Figure 1. Met4 routing (run 1).
Drawn at 3 px/um.
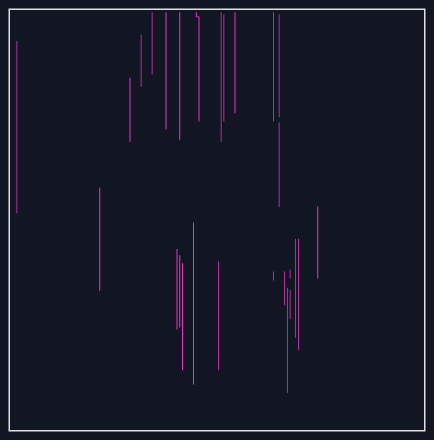
Figure 2. Routing congestion (run 1).
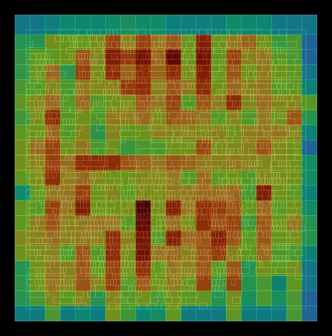
Figure 3. Cell area per tile (run 1).
Drawn at 2 px/um. The die is cut into 14 by 14 equal tiles; white is low, dark blue is high, 0 to 100% covered.
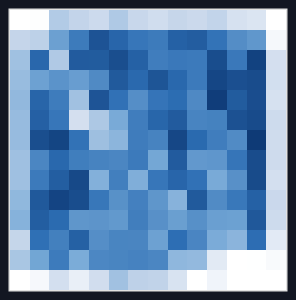
===== src/rtl/mem_access_unit.sv =====
// Load/store initiator for the DataMemory port: accepts one request, checks
// alignment and range, holds the bus strobes LATENCY cycles, then responds.
module mem_access_unit #(
  parameter int LATENCY   = 2,
  parameter int MEM_BYTES = 4096
) (
  input  logic        clk,
  input  logic        reset,
  input  logic        req_valid,
  output logic        req_ready,
  input  logic        req_write,
  input  logic [1:0]  req_size,
  input  logic        req_sign,
  input  logic [31:0] req_addr,
  input  logic [31:0] req_wdata,
  output logic        resp_valid,
  output logic        resp_error,
  output logic [31:0] resp_rdata,
  output logic [31:0] address,
  output logic [31:0] write_data,
  output logic        MemRead,
  output logic        MemWrite,
  output logic [1:0]  DataSize,
  output logic        sign,
  input  logic [31:0] read_data
);

  localparam int CW = (LATENCY > 1) ? $clog2(LATENCY) : 1;

  typedef enum logic [1:0] {IDLE, ACCESS, RESP} state_t;

  state_t        state_q, state_d;
  logic [CW-1:0] cnt_q, cnt_d;
  logic          resp_valid_q, resp_valid_d;
  logic          resp_error_q, resp_error_d;
  logic [31:0]   resp_rdata_q, resp_rdata_d;
  logic [31:0]   addr_q, addr_d;
  logic [31:0]   wdata_q, wdata_d;
  logic          mem_read_q, mem_read_d;
  logic          mem_write_q, mem_write_d;
  logic [1:0]    size_q, size_d;
  logic          sign_q, sign_d;

  logic [32:0]   nbytes;
  logic [32:0]   last_byte;
  logic          fault;

  // Last touched byte computed in 33 bits so an address wrap is caught as out of range.
  always_comb begin
    case (req_size)
      2'b01:   nbytes = 33'd1;
      2'b10:   nbytes = 33'd2;
      2'b11:   nbytes = 33'd4;
      default: nbytes = 33'd1;
    endcase
    last_byte = {1'b0, req_addr} + nbytes - 33'd1;
    fault = (req_size == 2'b00)
         || (req_size == 2'b10 && req_addr[0])
         || (req_size == 2'b11 && req_addr[1:0] != 2'b00)
         || (last_byte >= 33'(MEM_BYTES));
  end

  always_ff @(posedge clk or posedge reset) begin
    if (reset) begin
      state_q      <= IDLE;
      cnt_q        <= '0;
      resp_valid_q <= 1'b0;
      resp_error_q <= 1'b0;
      resp_rdata_q <= '0;
      addr_q       <= '0;
      wdata_q      <= '0;
      mem_read_q   <= 1'b0;
      mem_write_q  <= 1'b0;
      size_q       <= 2'b00;
      sign_q       <= 1'b0;
    end else begin
      state_q      <= state_d;
      cnt_q        <= cnt_d;
      resp_valid_q <= resp_valid_d;
      resp_error_q <= resp_error_d;
      resp_rdata_q <= resp_rdata_d;
      addr_q       <= addr_d;
      wdata_q      <= wdata_d;
      mem_read_q   <= mem_read_d;
      mem_write_q  <= mem_write_d;
      size_q       <= size_d;
      sign_q       <= sign_d;
    end
  end

  always_comb begin
    state_d      = state_q;
    cnt_d        = cnt_q;
    resp_valid_d = resp_valid_q;
    resp_error_d = resp_error_q;
    resp_rdata_d = resp_rdata_q;
    addr_d       = addr_q;
    wdata_d      = wdata_q;
    mem_read_d   = mem_read_q;
    mem_write_d  = mem_write_q;
    size_d       = size_q;
    sign_d       = sign_q;
    case (state_q)
      IDLE: begin
        if (req_valid) begin
          if (fault) begin
            state_d      = RESP;
            resp_valid_d = 1'b1;
            resp_error_d = 1'b1;
            resp_rdata_d = '0;
          end else begin
            state_d     = ACCESS;
            cnt_d       = CW'(LATENCY - 1);
            mem_read_d  = ~req_write;
            mem_write_d = req_write;
            addr_d      = req_addr;
            wdata_d     = req_wdata;
            size_d      = req_size;
            sign_d      = req_sign;
          end
        end
      end
      ACCESS: begin
        if (cnt_q == '0) begin
          state_d      = RESP;
          resp_valid_d = 1'b1;
          resp_error_d = 1'b0;
          resp_rdata_d = mem_read_q ? read_data : 32'd0;
          mem_read_d   = 1'b0;
          mem_write_d  = 1'b0;
        end else begin
          cnt_d = cnt_q - CW'(1);
        end
      end
      RESP: begin
        state_d      = IDLE;
        resp_valid_d = 1'b0;
        resp_error_d = 1'b0;
      end
      default: state_d = IDLE;
    endcase
  end

  assign req_ready  = (state_q == IDLE);
  assign resp_valid = resp_valid_q;
  assign resp_error = resp_error_q;
  assign resp_rdata = resp_rdata_q;
  assign address    = addr_q;
  assign write_data = wdata_q;
  assign MemRead    = mem_read_q;
  assign MemWrite   = mem_write_q;
  assign DataSize   = size_q;
  assign sign       = sign_q;

endmodule


===== config.mk =====
export PLATFORM = sky130hd
export DESIGN_NAME = mem_access_unit
export DESIGN_NICKNAME = d
export VERILOG_FILES = /design/src/rtl/mem_access_unit.sv
export SDC_FILE = /design/constraint.sdc
export NUM_CORES = 1
export LEC_CHECK = 0
export ABC_AREA = 1
export CAP_MARGIN = 25
export CORE_AREA = 5 5 133 135
export DETAILED_ROUTE_END_ITERATION = 10
export DIE_AREA = 0 0 138 140
export HOLD_SLACK_MARGIN = 0.15
export PLACE_DENSITY = 0.8
export SLEW_MARGIN = 20
export SYNTH_ARGS = -nofsm -noshare
export SYNTH_HDL_FRONTEND = slang
export SYNTH_SLANG_ARGS = --single-unit
export TNS_END_PERCENT = 1

===== constraint.sdc =====
create_clock -name clk -period 4 [get_ports clk]
set_input_delay 0.8 -clock clk [delete_from_list [all_inputs] [get_ports clk]]
set_output_delay 0.8 -clock clk [all_outputs]
set_load 0.01 [all_outputs]

==> Slide: Implementation Results, run 1 <==
Implementation Results

Power
  • Power Dens Cells: 320.0 nW/um^2

Timing
  • Post-route minimum period: 3827 ps
  • Hold Vio Cnt, Final: 0
  • Final period util: 95.67%
  • Slew Limit Fails: 0
  • Setup violators final: 0
  • Peak Freq: 261.3 MHz
  • Tightest Pin Transition: 902.0 ps

Global routing
  • Total grt overflow: 0
  • Vias in the first global route: 7,967
  • Largest net degree at the start of global routing: 72
  • Initial antenna violation count: 0

Clock tree
  • Sink Count: 106
  • Root Driver: clkbuf_16
  • Clock Path Buffers: 2
  • Clock-pin slew on the worst setup and hold paths: 80 ps

Layout
  • Non-clk invs: 348
  • Share of cells above drive strength 1: 5.894%
  • Diode count: 0
  • Flop count: 106
  • Synthesis-to-layout area growth: 37.49%
  • Layout non-clock buf frac: 22.80%
  • Comb area share: 35.46%
  • Cell area after layout: 10,970 um^2

Run status
  • Status: completed

Drt
  • Detailed Routing Iterations Pass 1: 5
  • Antenna-violating nets left: 0
  • Routed via count: 8,331
  • Vias/cell: 4.863

Placed design
  • Post-DP HPWL: 17.54 mm
  • PortBufs: 206
  • Placed cell areas: 10,370 um^2
  • Placer congestion estimate: 0.9415

Critical path
  • Worst reg-to-reg setup slack: 1800 ps
  • Maximum fanout along the worst path: 18
  • CP required: 4270 ps
  • Crit Path Class: in2reg

Floorplanning
  • Ports: 207

Synthesis
  • Synth warn: 0
  • Cell Type Count: 32
  • Post-Syn Instances: 1,287
  • Syn_area_per_cell: 6.200 um^2
  • Ys cells: 1,287
  • Register area share after synthesis: 33.24%

Worst hold path
  • Worst hold path class: reg2reg
## Picture notes: Figure 1
The wires run mostly vertical. The longest straight run is 57.1 um. 24 nets have wire on it. The layer carries 806 um of wire. The layer holds 3.3% of the routed length.

## Picture notes: Figure 2
Total GRT Usage: 23.99%
met3 usage: 5.658%
WL/cell: 14.22 um
Util after Layout: 67.11%

## Picture notes: Figure 3
The mean over all tiles is 55%. 27% of the tiles are over 75% full. The fullest tile reaches 96%. The emptiest ninth of the die: lower right.
Initial Utilization: 48.81%
core area: 16,350 um^2

[run 1: cell usage in the layout, fill, tap and decap left out, types with 3 or more instances in the layout]
cell / n
dfrtp_1: 106
nand3b_1: 6
nand3_1: 39
nor2_2: 6
nand2_2: 7
a21oi_1: 25
buf_4: 15
o21bai_1: 6
nor3_1: 4
buf_12: 9
nand3_2: 4
inv_8: 3
inv_2: 6
nor2_1: 87
nor2_4: 4
nor3_2: 3
nand4_1: 107
clkbuf_16: 14
inv_1: 340
nand2_1: 436
clkdlybuf4s50_1: 205
a21oi_2: 3
ha_1: 35
[run 1: synthesized netlist by cell type (all sizes together)]
library cell	number	area share [%]
nand2	443	21
inv	347	16
nand4	108	8.5
dfrtp	106	33
nor2	97	4.7
nand3	44	2.9
ha	38	6.0
clkbuf	32	1.5
a21oi	28	1.9
buf	15	1.4
nor3	7	0.63
nand3b	6	0.56
o21bai	6	0.56
nor4	2	0.16
o21ai	2	0.13
a211oi	1	0.094
a21o	1	0.094
and3	1	0.078
clkinv	1	0.047
fa	1	0.25
or2	1	0.078
[run 1: layer usage]
metal / global-route usage (%) / share of wire [%] / vias up
met5: 0 / 0 / -
met4: 9.152 / 3.3 / 0
met2: 40.78 / 47 / 277
met1: 29.68 / 43 / 3739
li1: - / - / 4259
met3: 5.658 / 6.6 / 56
[run 1: critical path, cell delays in order]
cell	delay (ps)
clkdlybuf4s50_1	480
inv_1	70
ha_1	300
inv_1	60
ha_2	170
inv_1	50
fa_2	350
nor2_2	100
o21ai_0	90
nand2_1	80
nand2_1	90
nand2_2	90
nand2_1	90
nand3_1	110
nand2_1	80
nor2_2	100
nand2_2	80
inv_1	70
nand2_2	70
nor2_4	180
buf_12	150
clkbuf_16	180
nand4_1	90
nand2_1	110
inv_1	40
[run 1: worst min path at each step]
stage / start / end / slack [ps] / cells past startpoint
final: resp_rdata[7] / resp_rdata[7] / 470 / 2
after global routing: resp_rdata[24] / resp_rdata[24] / 490 / 2
after CTS: resp_rdata[20] / resp_rdata[20] / 480 / 2
after detailed placement: resp_rdata[6] / resp_rdata[6] / 460 / 2
after global placement: resp_rdata[23] / resp_rdata[23] / 450 / 2
after floorplan: cnt_q / cnt_q / 440 / 2
[run 1: flip-flops by register name, summed over array words and instances (netlist names)]
signal / count
resp_error: 1
sign: 1
write_data: 32
MemRead: 1
cnt_q: 1
MemWrite: 1
DataSize: 2
resp_valid: 1
resp_rdata: 32
address: 32
state_q: 2
[run 1: where the power goes]
part	switching, W	internal (W)	total, W
Clock	0.000473	0.000572	0.00105
Sequential	0.0000407	0.00113	0.00118
Combinational	0.000833	0.000457	0.00129
[run 1: repair_timing]
action	4_1_cts	5_1_grt
setup buffers	0	3
gates resized	0	22
setup endpoints to repair	0	105
[run 1: metrics by stage]
stage	total power (W)	util, %	worst slack (ps)	hold slack, ps
after floorplan	0.001975	-	411.1	442.2
after global placement	0.002441	63.35	-89.89	452.8
after detailed placement	0.002453	63.44	-196.8	457.5
after CTS	0.003501	65.54	122.4	477.0
after global routing	0.003709	67.11	-43.28	490.0
final	0.003510	67.11	173.0	472.0
[run 1: kinds of logic after synthesis]
family | Yosys count
compound gates | 38
flops | 106
buf+inv | 395
fa+ha+maj | 39
simple gates | 709
--- run 2 (diff from run 1) ---
--- a/config.mk
+++ b/config.mk
@@ -12,6 +12,7 @@
 export DIE_AREA = 0 0 138 140
 export HOLD_SLACK_MARGIN = 0.15
 export PLACE_DENSITY = 0.8
+export REMOVE_ABC_BUFFERS = 1
 export SLEW_MARGIN = 20
 export SYNTH_ARGS = -nofsm -noshare
 export SYNTH_HDL_FRONTEND = slang
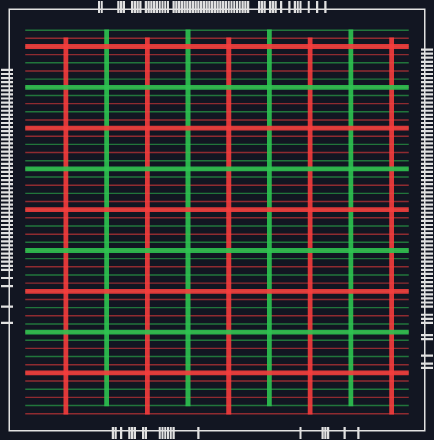
Figure 4: run 2, PDN straps and rails.
Drawn at 3 px/um. Pins as bars on the die edge.
Green shows VDD. Red shows VSS.
207 signal pins sit on the boundary. 9 straps on met5. The core has 47 rows. 48 met1 rails follow the rows. 9 straps on met4.
die height: 140 um
worst IR drop on VDD: 0.3477 mV
die width: 138 um

==> run 2 against run 1 <==
  * Clock power fell by about 10%
  * Die area did not move
  * Non-clock buffer count rose by 11
  * First-iteration DRC count fell by 2.3%
  * Worst hold slack improved by 1.2 ps
  * Utilization barely moved
  * Maximum frequency barely moved
  * Sequential share of layout area barely moved
  * Synthesized area did not move
  * Cell area barely moved
  * Critical path type unchanged
==> Slide: Implementation Results, run 2 <==
Implementation Results

Run status
  • Status: completed

Power
  • Int Power: 0.002140 W
  • Switching share of power: 38.11%
  • Flop pwr share: 34.1%
  • NetSw: 0.001318 W
  • Clock power share: 27.4%
  • Power Dens Cells: 315.2 nW/um^2

Drt
  • WL/cell: 14.50 um
  • Routed via count: 8,302
  • Detailed Routing Iterations Pass 1: 5
  • Vias/cell: 4.816

Critical path
  • CP required: 4300 ps
  • Crit Path Class: in2reg
  • Maximum fanout along the worst path: 13
  • Worst reg-to-reg setup slack: 1740 ps

Timing
  • Peak Freq: 261.4 MHz
  • Final period util: 95.62%
  • Tightest Pin Transition: 811.3 ps
  • Slew Limit Fails: 0
  • Hold Vio Cnt, Final: 0

Placed design
  • Placer congestion estimate: 0.9733
  • PortBufs: 206
  • Post-DP HPWL: 18.14 mm

Synthesis
  • Area leader share: 33.24%
  • Most numerous cell in the Yosys netlist: nand2_1
  • Cell Type Count: 32
  • Synth warn: 0
  • Synth area leader: dfrtp_1
  • Largest cells by area: dfrtp_1, nand2_1, inv_1, nand4_1, ha_1
  • Synth top cells by count: nand2_1, inv_1, nand4_1
  • Register area share after synthesis: 33.24%
  • Prevailing post-synth register cell: dfrtp_1
  • Syn_area_per_cell: 6.200 um^2

Floorplanning
  • Initial Utilization: 48.81%
  • Core area: 16,350 um^2
  • Ports: 207

Global routing
  • Initial antenna violation count: 0
  • Total GRT Usage: 24.01%
  • Vias in the first global route: 7,903

Layout
  • Share of cells above drive strength 1: 5.918%
  • Most common logic cells in the final layout: nand2_1, inv_1, clkdlybuf4s50_1, nand4_1, dfrtp_1
  • Most numerous logic cell after layout: nand2_1

Clock tree
  • Sink Count: 106
## run 2: power by group through the flow
stage	logic, W	registers, W	clock network (W)
finish	0.00133	0.00118	0.000947
global placement	0.00130	0.00120	0
detailed placement	0.00132	0.00120	0
CTS	0.00132	0.00118	0.000965
global route	0.00148	0.00119	0.00102
floorplan	0.000678	0.00122	0
## run 2: path summary, 6_finish.rpt
| path | from | endpoint | cells past startpoint |
|---|---|---|---|
| setup / recovery | req_addr[1] | address[1] | 24 |
| min in group asynchronous | reset | write_data[4] | 2 |
| hold / removal | resp_rdata[9] | resp_rdata[9] | 2 |
| max in group asynchronous | reset | address[22] | 3 |
| setup reg to reg | state_q[0] | resp_error | 9 |
| hold reg to reg | resp_rdata[9] | resp_rdata[9] | 2 |
## run 2: metal layers
metal,vias to the layer above,wire [um],global-route usage [%]
li1,4275,-,-
met1,3743,10880,31.25
met2,252,11990,41.60
met3,32,1582,4.124
met4,0,542,6.240
met5,-,0,0
## run 2: area by class of cell
cell class / count / share of cell area [%]
multi-input combinational: 786 / 35.04
inverter: 348 / 11.93
timing repair buffer: 248 / 23.53
tap: 220 / 2.509
clock buffer: 9 / 2.053
sequential: 106 / 24.18
clock inverter: 7 / 0.7641
## run 2: what timing repair did
| item | CTS | global route |
|---|---|---|
| gates resized | 0 | 13 |
| hold endpoints to repair | 0 | 0 |
| buffers inserted | 0 | 2 |
| hold buffers | 0 | 0 |
| setup endpoints to repair | 0 | 106 |
## run 2: cell families after synthesis
logic type | Yosys count | share of synthesized area (%)
AOI/OAI and AO/OA | 38 | 2.729
adders and majority gates | 39 | 6.210
buffers and inverters | 395 | 19.26
DFF | 106 | 33.24
and+or+nand+nor | 709 | 38.56
## run 2: metrics by stage
stage	total power [W]	area (um^2)	cells	setup WS (ps)
detailed placement	0.002516	10410	1697	-208.0
global placement	0.002502	10410	1697	-91.25
floorplan	0.001896	7749	1240	-334.8
CTS	0.003465	10720	1713	141.6
global route	0.003682	10970	1724	-36.64
finish	0.003458	10970	1724	175.1
## run 2: critical path, stage by stage
cell and delay [ps]:
clkdlybuf4s50_1 480, inv_1 70, ha_1 280, inv_1 60, ha_1 160, inv_1 60, fa_2 360, nor2_2 130
or2_1 110, nand3_1 100, nand3_1 110, nand2_1 50, nor2_1 130, nand2_1 80, nor2_2 150, nand3_1 100
nor2_2 150, buf_4 140, nand4_4 70, buf_12 190, buf_6 170, nand2_1 80, nand2_1 60, inv_1 60
--- run 3 (diff from run 2) ---
--- a/config.mk
+++ b/config.mk
@@ -6,6 +6,7 @@
 export NUM_CORES = 1
 export LEC_CHECK = 0
 export ABC_AREA = 1
+export ABC_CLOCK_PERIOD_IN_PS = 4000
 export CAP_MARGIN = 25
 export CORE_AREA = 5 5 133 135
 export DETAILED_ROUTE_END_ITERATION = 10
==> constraint.sdc (replaced) <==
create_clock -name clk -period 4 [get_ports clk]
set_input_delay 0.8 -clock clk [delete_from_list [all_inputs] [get_ports clk]]
set_output_delay 0.8 -clock clk [all_outputs]
set_load 0.005 [all_outputs]
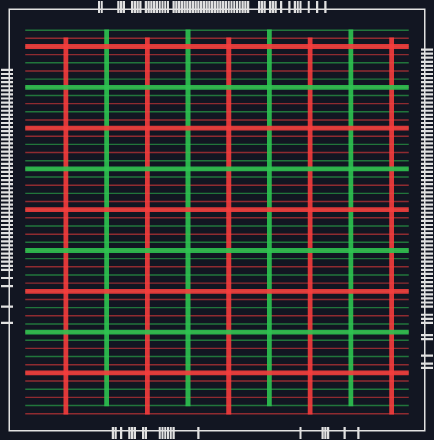
Figure 5: run 3, PDN straps and rails.
Drawn at 3 px/um. Pins as bars on the die edge.
Green shows VDD. Red shows VSS.
9 straps on met5. 48 met1 rails follow the rows. 207 signal pins sit on the boundary. The core has 47 rows.
worst IR drop on VDD: 0.3388 mV

==> run 3 against run 2 <==
  * First-iteration DRC count unchanged
  * Via count unchanged
  * Sequential power hardly changed
  * Combinational power about the same
==> Slide: Implementation Results, run 3 <==
Implementation Results

Placed design
  • Placed cell count: 1,697
  • Post-DP HPWL: 18.14 mm

Worst hold path
  • WHS Path Cells: 2
  • WHS Endpoint: resp_rdata[9]

Floorplanning
  • Die height: 140 um
  • Initial Utilization: 48.81%
  • Ports: 207

Drt
  • Routed via count: 8,302
  • WL/cell: 14.50 um

Synthesis
  • Most numerous cell in the Yosys netlist: nand2_1
  • Number of enable flip-flop cells: 0
  • Ys cells: 1,287

Layout
  • Most numerous logic cell after layout: nand2_1

Run status
  • Status: completed

Timing
  • Setup violators final: 0
  • Slew Limit Fails: 0
  • Peak Freq: 261.4 MHz

Critical path
  • CP required: 4300 ps
  • Worst reg-to-reg setup slack: 1740 ps
  • Reg2Reg Depth: 9
  • CP startpoint: req_addr[1]

Global routing
  • Largest net degree at the start of global routing: 67

Clock tree
  • Sink Count: 106
## run 3: cell counts after synthesis
Identical to the previous run, type by type.
## run 3: per-layer routing
| layer | wire (um) | vias up | track usage (%) |
|---|---|---|---|
| met3 | 1582 | 32 | 4.124 |
| met2 | 11990 | 252 | 41.60 |
| li1 | - | 4275 | - |
| met5 | 0 | - | 0 |
| met4 | 542 | 0 | 6.240 |
| met1 | 10880 | 3743 | 31.25 |
## run 3: cells by family after synthesis
group                      synth area share [%]
adders and majority gates                 6.210
buffers and inverters                     19.26
and+or+nand+nor                           38.56
DFF                                       33.24
AOI/OAI and AO/OA                         2.729
## run 3: worst reg2reg max path, stage by stage (launching register included)
cell and delay (ps):
dfrtp_1 420, inv_1 80, ha_2 200, inv_1 80, nor2_1 80, a21oi_2 610
buf_4 400, nand3_1 140, nand2_1 80, nand2_1 50
## run 3: layout make-up
class | count | area (um^2)
Multi-Input combinational cell | 786 | 3845
Fill cell | 1488 | 5376
Timing Repair Buffer | 248 | 2581
Inverter | 348 | 1309
Tap cell | 220 | 275.3
Clock buffer | 9 | 225.2
Sequential cell | 106 | 2653
Clock inverter | 7 | 83.83
## run 3: worst max-delay path by stage
| stage | endpoint | slack [ps] | cells after the start |
|---|---|---|---|
| 2_1_floorplan | DataSize[0] | -330 | 22 |
| 3_3_place_gp | address[4] | -90 | 25 |
| 3_5_place_dp | DataSize[0] | -210 | 24 |
| 4_1_cts | DataSize[0] | 140 | 24 |
| 5_1_grt | address[1] | -40 | 25 |
| 6_report | address[1] | 180 | 24 |
## run 3: repair_timing
item | 4_1_cts | 5_1_grt
buffers inserted | 0 | 2
setup endpoints to repair | 0 | 106
hold buffers | 0 | 0
resized | 0 | 13
## run 3: stage by stage
stage / hold slack (ps) / utilization (%) / setup WS, ps / instance area, um^2
3_3_place_gp: 452.1 / 63.68 / -91.25 / 10410
4_1_cts: 476.7 / 65.57 / 141.6 / 10720
6_report: 473.2 / 67.11 / 175.1 / 10970
5_1_grt: 506.9 / 67.11 / -36.64 / 10970
3_5_place_dp: 457.0 / 63.68 / -208.0 / 10410
2_1_floorplan: 442.2 / - / -334.2 / 7749
## run 3: power by group
group | leakage, nW | internal, W | switching (W)
clock | 0.154 | 0.000499 | 0.000448
combinational | 5.07 | 0.000506 | 0.000802
sequential | 1.12 | 0.00113 | 0.0000443
total | 6.35 | 0.00214 | 0.00129
Power and IR drop assume default switching activity.
